**src/rtl/ps2_host_tx.sv**
```systemverilog
// ps2_host_tx
// Host-to-device PS/2 transmitter. It sends one command byte to the attached
// device (for example 0xED LED set, 0xFF reset, or 0xF3 typematic). It drives
// the shared PS/2 clock and data lines open-drain through two output-enables;
// the top level turns each enable into 0/z.
//
// Sequence per byte: bus inhibit (clock held low), request-to-send (data low,
// then clock released), 10 device-clocked bits (data LSB first, odd parity,
// stop), then the device ACK is checked.
//
// Parameters:
//   INHIBIT_CYCLES  clock-low hold before request-to-send (default 100 us @ 50 MHz)
//   TIMEOUT_CYCLES  max gap between device clock falling edges (default 15 ms)
//
// Ports:
//   m_clock     system clock, the only clock
//   p_reset     synchronous active-high reset
//   tx_data     command byte, sampled only on the accept cycle
//   tx_start    request pulse, accepted only while tx_busy is low
//   tx_busy     high from the cycle after accept until tx_done / tx_error
//   tx_done     1-cycle pulse: ACK received and bus back to idle
//   tx_error    1-cycle pulse: NACK or timeout
//   ps2_clk_in  raw PS2_CLK pin (asynchronous)
//   ps2_dat_in  raw PS2_DAT pin (asynchronous)
//   ps2_clk_oe  1 = pull PS2_CLK low
//   ps2_dat_oe  1 = pull PS2_DAT low
//
// Build option:
//   PS2_HOST_TX_RETRY_EN  when defined, a failed attempt re-enters the inhibit
//                         phase with the latched byte. Up to 3 attempts are made,
//                         and tx_error is reported only after the third failure.
module ps2_host_tx #(
  parameter int unsigned INHIBIT_CYCLES = 5000,
  parameter int unsigned TIMEOUT_CYCLES = 750000
) (
  input  logic       m_clock,
  input  logic       p_reset,
  input  logic [7:0] tx_data,
  input  logic       tx_start,
  output logic       tx_busy,
  output logic       tx_done,
  output logic       tx_error,
  input  logic       ps2_clk_in,
  input  logic       ps2_dat_in,
  output logic       ps2_clk_oe,
  output logic       ps2_dat_oe
);

  // One counter serves both the inhibit hold and the inter-edge timeout.
  localparam int unsigned CntMax =
      (INHIBIT_CYCLES > TIMEOUT_CYCLES) ? INHIBIT_CYCLES : TIMEOUT_CYCLES;
  localparam int unsigned CntW = $clog2(CntMax + 1);
  localparam logic [CntW-1:0] InhibitLast = CntW'(INHIBIT_CYCLES - 1);
  localparam logic [CntW-1:0] TimeoutLast = CntW'(TIMEOUT_CYCLES - 1);
  localparam logic [CntW-1:0] CntOne      = CntW'(1);

  localparam logic [2:0] StIdle     = 3'd0;
  localparam logic [2:0] StInhibit  = 3'd1;
  localparam logic [2:0] StRts      = 3'd2;
  localparam logic [2:0] StSend     = 3'd3;
  localparam logic [2:0] StAck      = 3'd4;
  localparam logic [2:0] StWaitIdle = 3'd5;

  // Pin synchronisers, plus a history flop on the clock for edge detection.
  logic clk_meta_q, clk_sync_q, clk_prev_q;
  logic dat_meta_q, dat_sync_q;
  logic fall;

  logic [2:0]      state_q, state_d;
  logic [CntW-1:0] cnt_q, cnt_d;
  logic [3:0]      bit_q, bit_d;
  // {stop, parity, data[7:0]}, indexed by bit_q rather than shifted, so a retry
  // can replay the same frame.
  logic [9:0]      frame_q, frame_d;
  logic            clk_oe_q, clk_oe_d;
  logic            dat_oe_q, dat_oe_d;
  logic            busy_q, busy_d;
  logic            done_q, done_d;
  logic            error_q, error_d;
  logic            fail;
`ifdef PS2_HOST_TX_RETRY_EN
  logic [1:0]      attempt_q, attempt_d;
`endif

  assign fall = clk_prev_q & ~clk_sync_q;

  always_comb begin
    state_d  = state_q;
    cnt_d    = cnt_q;
    bit_d    = bit_q;
    frame_d  = frame_q;
    clk_oe_d = clk_oe_q;
    dat_oe_d = dat_oe_q;
    busy_d   = busy_q;
    done_d   = 1'b0;
    error_d  = 1'b0;
    fail     = 1'b0;
`ifdef PS2_HOST_TX_RETRY_EN
    attempt_d = attempt_q;
`endif

    unique case (state_q)
      StIdle: begin
        clk_oe_d = 1'b0;
        dat_oe_d = 1'b0;
        if (tx_start) begin
          frame_d  = {1'b1, ~^tx_data, tx_data};
          cnt_d    = '0;
          bit_d    = '0;
          busy_d   = 1'b1;
          clk_oe_d = 1'b1;
          state_d  = StInhibit;
`ifdef PS2_HOST_TX_RETRY_EN
          attempt_d = '0;
`endif
        end
      end

      // Device clock edges seen here and in StRts are our own pull-down (or a
      // device still finishing a frame), so they are deliberately ignored.
      StInhibit: begin
        if (cnt_q == InhibitLast) begin
          cnt_d    = '0;
          dat_oe_d = 1'b1;
          state_d  = StRts;
        end else begin
          cnt_d = cnt_q + CntOne;
        end
      end

      StRts: begin
        // Start bit stays on data; the device takes over the clock.
        clk_oe_d = 1'b0;
        cnt_d    = '0;
        bit_d    = '0;
        state_d  = StSend;
      end

      StSend: begin
        if (fall) begin
          // An edge always beats a coincident timeout.
          cnt_d    = '0;
          dat_oe_d = ~frame_q[bit_q];
          if (bit_q == 4'd9) begin
            state_d = StAck;
          end else begin
            bit_d = bit_q + 4'd1;
          end
        end else if (cnt_q == TimeoutLast) begin
          fail = 1'b1;
        end else begin
          cnt_d = cnt_q + CntOne;
        end
      end

      StAck: begin
        if (fall) begin
          cnt_d = '0;
          if (dat_sync_q) begin
            fail = 1'b1;
          end else begin
            state_d = StWaitIdle;
          end
        end else if (cnt_q == TimeoutLast) begin
          fail = 1'b1;
        end else begin
          cnt_d = cnt_q + CntOne;
        end
      end

      StWaitIdle: begin
        if (clk_sync_q && dat_sync_q) begin
          done_d  = 1'b1;
          busy_d  = 1'b0;
          state_d = StIdle;
        end else if (fall) begin
          cnt_d = '0;
        end else if (cnt_q == TimeoutLast) begin
          fail = 1'b1;
        end else begin
          cnt_d = cnt_q + CntOne;
        end
      end

      default: begin
        clk_oe_d = 1'b0;
        dat_oe_d = 1'b0;
        busy_d   = 1'b0;
        state_d  = StIdle;
      end
    endcase

    // Failure is resolved in the cycle it is detected: release the bus and
    // either report or start the next attempt.
    if (fail) begin
      clk_oe_d = 1'b0;
      dat_oe_d = 1'b0;
      cnt_d    = '0;
      bit_d    = '0;
`ifdef PS2_HOST_TX_RETRY_EN
      if (attempt_q == 2'd2) begin
        error_d = 1'b1;
        busy_d  = 1'b0;
        state_d = StIdle;
      end else begin
        attempt_d = attempt_q + 2'd1;
        clk_oe_d  = 1'b1;
        state_d   = StInhibit;
      end
`else
      error_d = 1'b1;
      busy_d  = 1'b0;
      state_d = StIdle;
`endif
    end
  end

  always_ff @(posedge m_clock) begin
    if (p_reset) begin
      clk_meta_q <= 1'b1;
      clk_sync_q <= 1'b1;
      clk_prev_q <= 1'b1;
      dat_meta_q <= 1'b1;
      dat_sync_q <= 1'b1;
      state_q    <= StIdle;
      cnt_q      <= '0;
      bit_q      <= '0;
      frame_q    <= '0;
      clk_oe_q   <= 1'b0;
      dat_oe_q   <= 1'b0;
      busy_q     <= 1'b0;
      done_q     <= 1'b0;
      error_q    <= 1'b0;
`ifdef PS2_HOST_TX_RETRY_EN
      attempt_q  <= '0;
`endif
    end else begin
      clk_meta_q <= ps2_clk_in;
      clk_sync_q <= clk_meta_q;
      clk_prev_q <= clk_sync_q;
      dat_meta_q <= ps2_dat_in;
      dat_sync_q <= dat_meta_q;
      state_q    <= state_d;
      cnt_q      <= cnt_d;
      bit_q      <= bit_d;
      frame_q    <= frame_d;
      clk_oe_q   <= clk_oe_d;
      dat_oe_q   <= dat_oe_d;
      busy_q     <= busy_d;
      done_q     <= done_d;
      error_q    <= error_d;
`ifdef PS2_HOST_TX_RETRY_EN
      attempt_q  <= attempt_d;
`endif
    end
  end

  assign tx_busy    = busy_q;
  assign tx_done    = done_q;
  assign tx_error   = error_q;
  assign ps2_clk_oe = clk_oe_q;
  assign ps2_dat_oe = dat_oe_q;

endmodule
```
**config.mk**
```make
export PLATFORM = sky130hd
export DESIGN_NAME = ps2_host_tx
export DESIGN_NICKNAME = d
export VERILOG_FILES = /design/src/rtl/ps2_host_tx.sv
export SDC_FILE = /design/constraint.sdc
export NUM_CORES = 1
export LEC_CHECK = 0
export ABC_AREA = 1
export CORE_MARGIN = 5
export CORE_UTILIZATION = 50
export CTS_BUF_LIST = sky130_fd_sc_hd__clkbuf_2
export DETAILED_ROUTE_END_ITERATION = 8
export PLACE_DENSITY = 0.69
export SLEW_MARGIN = 20
export SYNTH_ARGS = -nofsm -noshare
export SYNTH_HDL_FRONTEND = slang
export SYNTH_SLANG_ARGS = --single-unit
```
**constraint.sdc**
```tcl
create_clock -name m_clock -period 3.7 [get_ports m_clock]
set_input_delay 0.74 -clock m_clock [delete_from_list [all_inputs] [get_ports m_clock]]
set_output_delay 0.74 -clock m_clock [all_outputs]
set_load 0.02 [all_outputs]
```
run_1/layers.png
Drawn at 6 px/um.
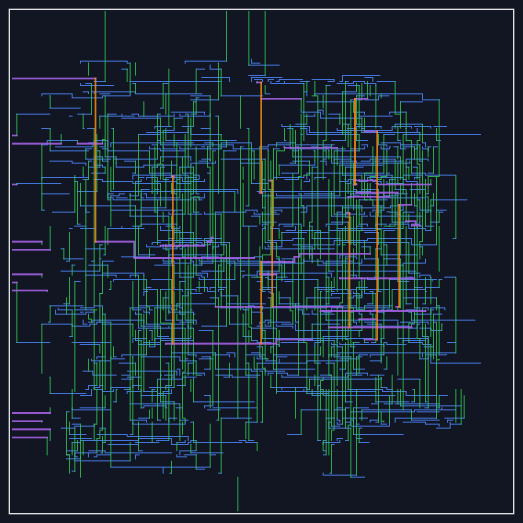
- purple: M3 (wire length 279 um)
- orange: M4 (wire length 193 um)
- blue: M1 (wire length 2920 um)
- green: M2 (wire length 3090 um)
total wire length: 6.48 mm
Avg WL per Cell: 12.5 um
Global Route Usage Sum: 19.3%
total number of vias: 2675

run_1/gates.png
Drawn at 3 px/um.
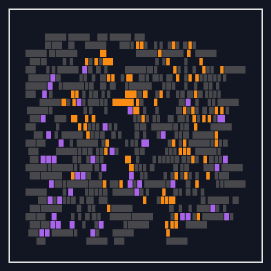
- purple: aoi and oai cells (cells 45)
- orange: nor cells (cells 80)
Comb/total area: 50.8%
post-route insts no fill: 520

==> Implementation_results.wiki, run 1 <==
== Flow metrics ==
{| class="wikitable"
! Metric !! Value
|-
| Top Ports || 18
|-
| Netlist cell types || 32
|-
| Count of final hold-check violations || 0
|-
| Post-placement cell count || 512
|-
| Worst setup path category || reg -> reg
|-
| Post-CTS resize count || 0
|-
| Setup crit end kind || flop
|-
| Drt pass-1 iters || 4
|-
| Class of the worst hold path || reg -> reg
|-
| Commonest register cell after synthesis || sky130_fd_sc_hd__dfxtp_1
|-
| Fraction of registers with async set/reset || 0%
|-
| Post-synthesis cell count || 431
|-
| Static leakage || 1.32 nW
|-
| Max-cap viol count || 0
|-
| Count of yosys warnings during synthesis || 0
|-
| Clock period minus worst slack || 2310 ps
|-
| Number of antenna violations at the first check in global routing || 0
|-
| Total Negative Setup Slacks || 0 ps
|-
| Final net count || 465
|-
| Starting DRT DRC Count || 158
|-
| Number of vias per cell after detailed routing || 5.14
|-
| GPL Wtd Cong || 0.958
|-
| Slew at the pin with the worst max-slew slack || 528 ps
|-
| Syn avg cell area || 6.32 um2
|-
| Number of fillers in the final layout || 529
|-
| Slew HR || 64.7%
|-
| Post-place setup slack || 1160 ps
|-
| Share of layout cells above drive strength 1 || 8.00%
|-
| Final setup violating endpoints || 0
|-
| Post-synthesis instance area || 0.00273 mm2
|-
| CP arrival || 2660 ps
|-
| Launch instance of the worst register-to-register path || cnt_q[0]
|-
| TritonCTS Buffers || 5
|-
| Largest net degree at the start of global routing || 20
|-
| First-pass GRT wire length || 11.3 mm
|-
| #FFs+latches synth || 47
|-
| Vias in the first global route || 2477
|-
| Maximum resistive drop on vdd || 338 uV
|-
| Required time at the endpoint of the critical path || 4050 ps
|-
| CTS HTree Levels || 2
|-
| Cell at the root of the clock tree || sky130_fd_sc_hd__clkbuf_2
|-
| Post-synthesis to final-layout area growth || 9.73%
|-
| Power per unit of standard cell area || 497 mW/mm2
|-
| Max Clock Freq || 0.433 GHz
|-
| Final setup margin || 1390 ps
|-
| Buffers added on ports || 17
|-
| Utilization of the core after routing || 57.5%
|-
| Post-Route Hold Slack || 441 ps
|-
| Worst-path maximum fanout || 12
|-
| Final count of pins violating max slew || 0
|-
| Run status || complete, no violations
|-
| Setup slack of the worst register-to-register path || 1390 ps
|-
| Post-CTS setup repair buffer count || 0
|-
| Number of warning messages in the logs || 27
|-
| Cell area after layout || 0.00299 mm2
|-
| Unrepaired setup endpoints after global routing || no
|-
| Overall die area || 0.00703 mm2
|-
| Fp util || 52.4%
|-
| Global route overflow || 0
|-
| Antenna violation net count after detailed routing || 0
|-
| Die H || 83.8 um
|-
| CTS tree || yes
|-
| Logic cell area || 0.00152 mm2
|-
| Std cell rows || 26
|-
| Critical Path Source || cnt_q[0]
|-
| Width of the die || 83.8 um
|-
| Combined flip-flop and latch cell area || 941 um2
|-
| Number of buffers on the longest clock path || 2
|-
| Critical register-to-register path endpoint || cnt_q[13]
|-
| Core ar. || 0.00520 mm2
|-
| Clock Pin Slew Worst Setup and Hold Paths || 250 ps
|-
| TritonCTS Sinks || 47
|-
| Startpoint types || flop
|-
| # DRC || 0
|-
| CTS hold repair buffers || 0
|-
| Number of enable-type register cells in the synthesized netlist || 0
|}
run_1/clock_wires.png
Drawn at 3 px/um.
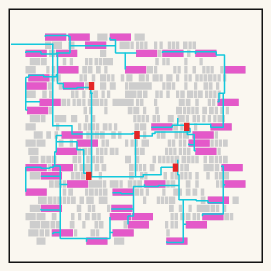
- cyan: clock wires (length 627 um)
- magenta: flip-flops (count 47)
- red: clock-net drivers (count 5)
- routed clock nets: 6
- flops lie: all over the die
clock network fraction of total power: 14.8%
insertion delay of the later-clocked pin in the worst-skew pair: 440 ps
Power Clock: 0.220 mW
Max Clock Skew: 19.8 ps

run 1: layer usage:
layer | up-vias | global-route usage [%] | part of all wire [%]
met5 | - | 0 | 0
met4 | 0 | 7.75 | 3.0
met3 | 19 | 3.95 | 4.3
met2 | 64 | 32.9 | 48
met1 | 1200 | 23.6 | 45
li1 | 1392 | - | -
run 1: where the power goes:
part | internal, mW | switching [mW]
Clock | 0.0481 | 0.172
Combinational | 0.205 | 0.431
Sequential | 0.577 | 0.0544
run 1: worst max-delay path, stage by stage (launching register included):
cell	delay (ps)
sky130_fd_sc_hd__dfxtp_1	430
sky130_fd_sc_hd__ha_1	230
sky130_fd_sc_hd__nand2_1	170
sky130_fd_sc_hd__nor2_1	260
sky130_fd_sc_hd__nand3_1	170
sky130_fd_sc_hd__nand2_1	90
sky130_fd_sc_hd__nand2_1	70
sky130_fd_sc_hd__nand2_1	360
sky130_fd_sc_hd__inv_2	180
sky130_fd_sc_hd__nand2_2	190
sky130_fd_sc_hd__nor2_1	70
run 1: how the worst min path moves through the flow:
stage	startpoint	endpoint	slack [ps]	depth (start not counted)
finish	clk_meta_q	clk_sync_q	440	1
global route	dat_meta_q	dat_sync_q	470	1
CTS	clk_meta_q	clk_sync_q	440	1
detailed placement	clk_meta_q	clk_sync_q	390	1
global placement	dat_meta_q	dat_sync_q	390	1
floorplan	clk_meta_q	clk_sync_q	390	1
run 1: synthesized netlist by cell type, types with 3 or more instances:
master,n,share of area (%)
sky130_fd_sc_hd__a21oi_1,25,4.6
sky130_fd_sc_hd__nand4_1,8,1.8
sky130_fd_sc_hd__nor3_1,3,0.55
sky130_fd_sc_hd__or2_2,5,1.1
sky130_fd_sc_hd__nand2_2,5,1.1
sky130_fd_sc_hd__nor2_2,4,0.92
sky130_fd_sc_hd__dfxtp_1,47,35
sky130_fd_sc_hd__o21ai_0,16,2.9
sky130_fd_sc_hd__inv_2,6,0.83
sky130_fd_sc_hd__nor2_1,68,9.4
sky130_fd_sc_hd__nand2_1,114,16
sky130_fd_sc_hd__clkbuf_1,3,0.41
sky130_fd_sc_hd__ha_1,3,1.4
sky130_fd_sc_hd__xnor2_1,7,2.2
sky130_fd_sc_hd__inv_1,55,7.6
sky130_fd_sc_hd__nand3_1,41,7.5
run 1: cell families (layout without fill, tap and decap cells):
group	after synthesis	in the layout	share of synthesized area, %
AND/OR/NAND/NOR	259	259	42.8
buffers and inverters	67	86	9.69
flip-flops	47	47	34.5
AND-OR/OR-AND	46	46	8.72
XOR/XNOR	9	9	2.89
adder cells (fa/ha/maj)	3	3	1.38
run 1: layout make-up:
type                    count  area share (%)
inverters                  61            7.66
well taps                  70            2.93
clock buffers               6            1.00
clock inverters             2           0.418
multi-input cells         317            50.8
flip-flops and latches     47            31.5
repair buffers             17            5.69
run 1: registers in the layout, indices dropped and copies added, names as in the netlist:
| signal | count |
|---|---|
| clk_sync_q | 1 |
| bit_q | 4 |
| dat_sync_q | 1 |
| tx_done | 1 |
| cnt_q | 20 |
| clk_prev_q | 1 |
| clk_meta_q | 1 |
| ps2_clk_oe | 1 |
| tx_error | 1 |
| ps2_dat_oe | 1 |
| dat_meta_q | 1 |
| tx_busy | 1 |
| state_q | 3 |
| frame_q | 10 |
==> run 2, diff against run 1 <==
==> constraint.sdc (replaced) <==
create_clock -name m_clock -period 2.27 [get_ports m_clock]
set_input_delay 0.454 -clock m_clock [delete_from_list [all_inputs] [get_ports m_clock]]
set_output_delay 0.454 -clock m_clock [all_outputs]
set_load 0.02 [all_outputs]
run_2/floorplan.png
Drawn at 4 px/um. Pins as bars on the die edge.
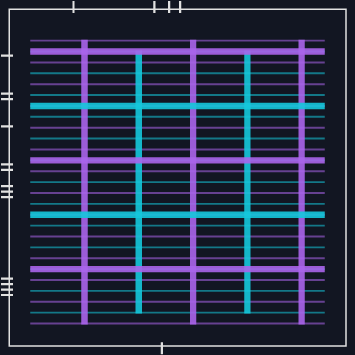
- cyan: VDD
- purple: VSS
- met5 straps: 5
- signal pins: 18
maximum resistive drop on vdd: 467 uV
Die H: 83.8 um
Core ar.: 0.00520 mm2
width of the die: 83.8 um

run_2/gates.png
Drawn at 3 px/um.
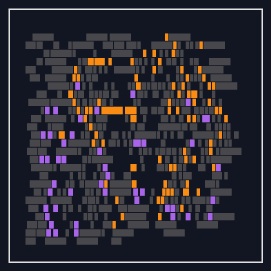
most common library cell in the layout ignoring fill and taps: sky130_fd_sc_hd__nand2_1
post-route insts no fill: 531
Comb/total area: 49.4%

==> Implementation_results.wiki, run 2 <==
== Flow metrics ==
{| class="wikitable"
! Metric !! Value
|-
| GPL Wtd Cong || 0.927
|-
| Total power || 2.49 mW
|-
| Critical path buffers and inverters || 1
|-
| Dominant cell type by area after synthesis || sky130_fd_sc_hd__dfxtp_1
|-
| Highest-delay cell along the critical path || sky130_fd_sc_hd__clkdlybuf4s50_1
|-
| Detail Placement HPWL || 4.86 mm
|-
| CTS hold repair buffers || 0
|-
| Share of layout cells above drive strength 1 || 10.2%
|-
| Slew at the pin with the worst max-slew slack || 503 ps
|-
| Fraction of registers with async set/reset || 0%
|-
| Delay of the slowest cell on the worst path || 620 ps
|-
| Max-cap viol count || 0
|-
| Drt pass-1 iters || 5
|-
| Final setup violating endpoints || 0
|-
| Syn avg cell area || 6.32 um2
|-
| #FFs+latches synth || 47
|-
| Count of yosys warnings during synthesis || 0
|-
| Vias in the first global route || 2535
|-
| Cycle use final || 85.5%
|-
| Required time at the endpoint of the critical path || 1820 ps
|-
| Post-synthesis to final-layout area growth || 12.9%
|-
| Max Clock Freq || 0.515 GHz
|-
| Worst-path maximum fanout || 2
|-
| TritonCTS Buffers || 5
|-
| Clock Pin Slew Worst Setup and Hold Paths || 250 ps
|-
| Number of vias per cell after detailed routing || 5.04
|-
| Number of fillers in the final layout || 539
|-
| Largest net degree at the start of global routing || 20
|-
| Cell at the root of the clock tree || sky130_fd_sc_hd__clkbuf_2
|-
| Commonest register cell after synthesis || sky130_fd_sc_hd__dfxtp_1
|-
| Post-synthesis cell count || 431
|-
| Class of the worst hold path || reg -> reg
|-
| # DRC || 0
|-
| Count of final hold-check violations || 0
|-
| Starting DRT DRC Count || 137
|-
| Setup crit end kind || primary output
|-
| Largest delay contributor family on the critical path || buffers and inverters
|-
| Buffers added on ports || 17
|-
| Post-CTS setup repair buffer count || 0
|-
| Cell area leaders || sky130_fd_sc_hd__dfxtp_1 35%, sky130_fd_sc_hd__nand2_1 16%, sky130_fd_sc_hd__nor2_1 9.4%
|-
| Number of warning messages in the logs || 27
|-
| Synthesis area per yosys || 0.00273 mm2
|-
| Clock period minus worst slack || 1940 ps
|-
| Setup slack of the worst register-to-register path || 330 ps
|-
| Overall die area || 0.00703 mm2
|-
| Number of buffers on the longest clock path || 2
|-
| Static leakage || 1.38 nW
|-
| Netlist cell types || 32
|-
| Final net count || 476
|-
| CTS tree || yes
|-
| Run status || complete, no violations
|-
| CP arrival || 1490 ps
|-
| TritonCTS Sinks || 47
|-
| Worst setup path category || reg -> out
|-
| CTS HTree Levels || 2
|-
| Antenna violation net count after detailed routing || 0
|-
| Std cell rows || 26
|-
| First-pass GRT wire length || 11.0 mm
|-
| Number of antenna violations at the first check in global routing || 0
|-
| Cell area after layout || 0.00308 mm2
|-
| Post-CTS resize count || 0
|-
| Library cell with the highest instance count after synthesis || sky130_fd_sc_hd__nand2_1
|-
| Slew HR || 66.4%
|-
| Register containing the most flip-flops in the final layout || cnt_q
|-
| Number of enable-type register cells in the synthesized netlist || 0
|-
| Post-synthesis instance area || 0.00273 mm2
|-
| Insertion delay of the later-clocked pin in the worst-skew pair || 450 ps
|-
| Most numerous cell types in the synthesized netlist || 114 x sky130_fd_sc_hd__nand2_1, 68 x sky130_fd_sc_hd__nor2_1, 55 x sky130_fd_sc_hd__inv_1
|-
| Top Ports || 18
|-
| Post-Route Hold Slack || 454 ps
|-
| Global route overflow || 0
|-
| Startpoint types || flop
|-
| Number of flip-flops in the largest register || 20
|-
| Unrepaired setup endpoints after global routing || no
|-
| Final count of pins violating max slew || 0
|-
| Power per unit of standard cell area || 808 mW/mm2
|-
| Total Negative Setup Slacks || 0 ps
|-
| Proportion of netlist area held by the largest area contributor || 34.5%
|-
| Cells along the critical path || clkdlybuf4s50_1
|-
| Max Clock Skew || 23.0 ps
|-
| Fp util || 52.4%
|-
| Largest registers ranked by flip-flop count || cnt_q: 20 flops, frame_q: 10 flops, bit_q: 4 flops
|}
run_2/layers.png
Drawn at 6 px/um.
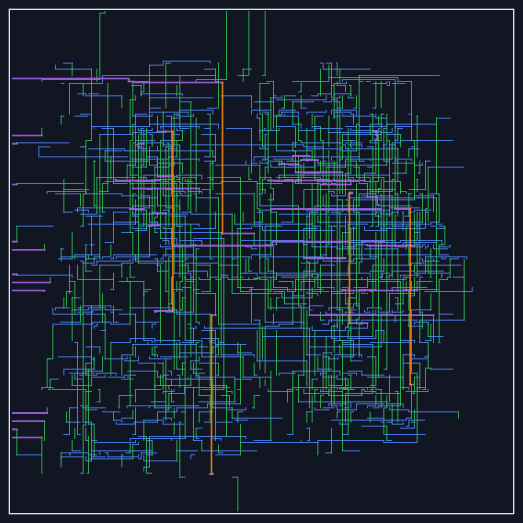
- purple: M3 (wire length 266 um)
- green: M2 (wire length 2860 um)
- orange: M4 (wire length 133 um)
- blue: M1 (wire length 2870 um)
Global Route Usage Sum: 18.7%
total wire length: 6.12 mm
total number of vias: 2676
Avg WL per Cell: 11.5 um

run 2: per-stage QoR:
step,setup slack (ps),utilization [%],std cells
3_5_place_dp,249,58.2,523
2_1_floorplan,687,-,431
6_report,328,59.1,531
5_1_grt,63.4,59.1,531
4_1_cts,314,59.1,531
3_3_place_gp,290,58.2,523
run 2: where the power goes:
part | switching, mW | internal, mW
registers | 0.0859 | 0.940
clock network | 0.286 | 0.0851
logic | 0.706 | 0.384
total | 1.08 | 1.41
run 2: cell families after synthesis:
family	synth area share, %
adders and majority gates	1.38
AOI/OAI and AO/OA	8.72
xor gates and xnor gates	2.89
and+or+nand+nor	42.8
buffers and inverters	9.69
DFF	34.5
run 2: routing by layer:
layer / vias to the layer above / routed length (um) / track usage, % / part of all wire, %
li1: 1411 / - / - / -
met1: 1185 / 2870 / 23.6 / 47
met2: 68 / 2860 / 31.3 / 47
met3: 12 / 266 / 3.46 / 4.3
met4: 0 / 132 / 7.16 / 2.2
met5: - / 0 / 0 / 0
run 2: area by class of cell:
cell class              instances  area (um2)  area share, %
flip-flops and latches         47         941           30.6
clock inverters                 2        17.5          0.569
repair buffers                 28         253           8.21
well taps                      70        87.6           2.85
inverters                      61         229           7.44
multi-input cells             317        1520           49.4
clock buffers                   6        30.0          0.976
run 2: worst paths after layout:
kind,start,cells past startpoint,end
setup / recovery,ps2_dat_oe,1,ps2_dat_oe
hold / removal,clk_meta_q,1,clk_sync_q
setup reg to reg,cnt_q[0],9,cnt_q[10]
hold reg to reg,clk_meta_q,1,clk_sync_q
Power figures rest on the tool's default switching activity, not on a simulated workload.
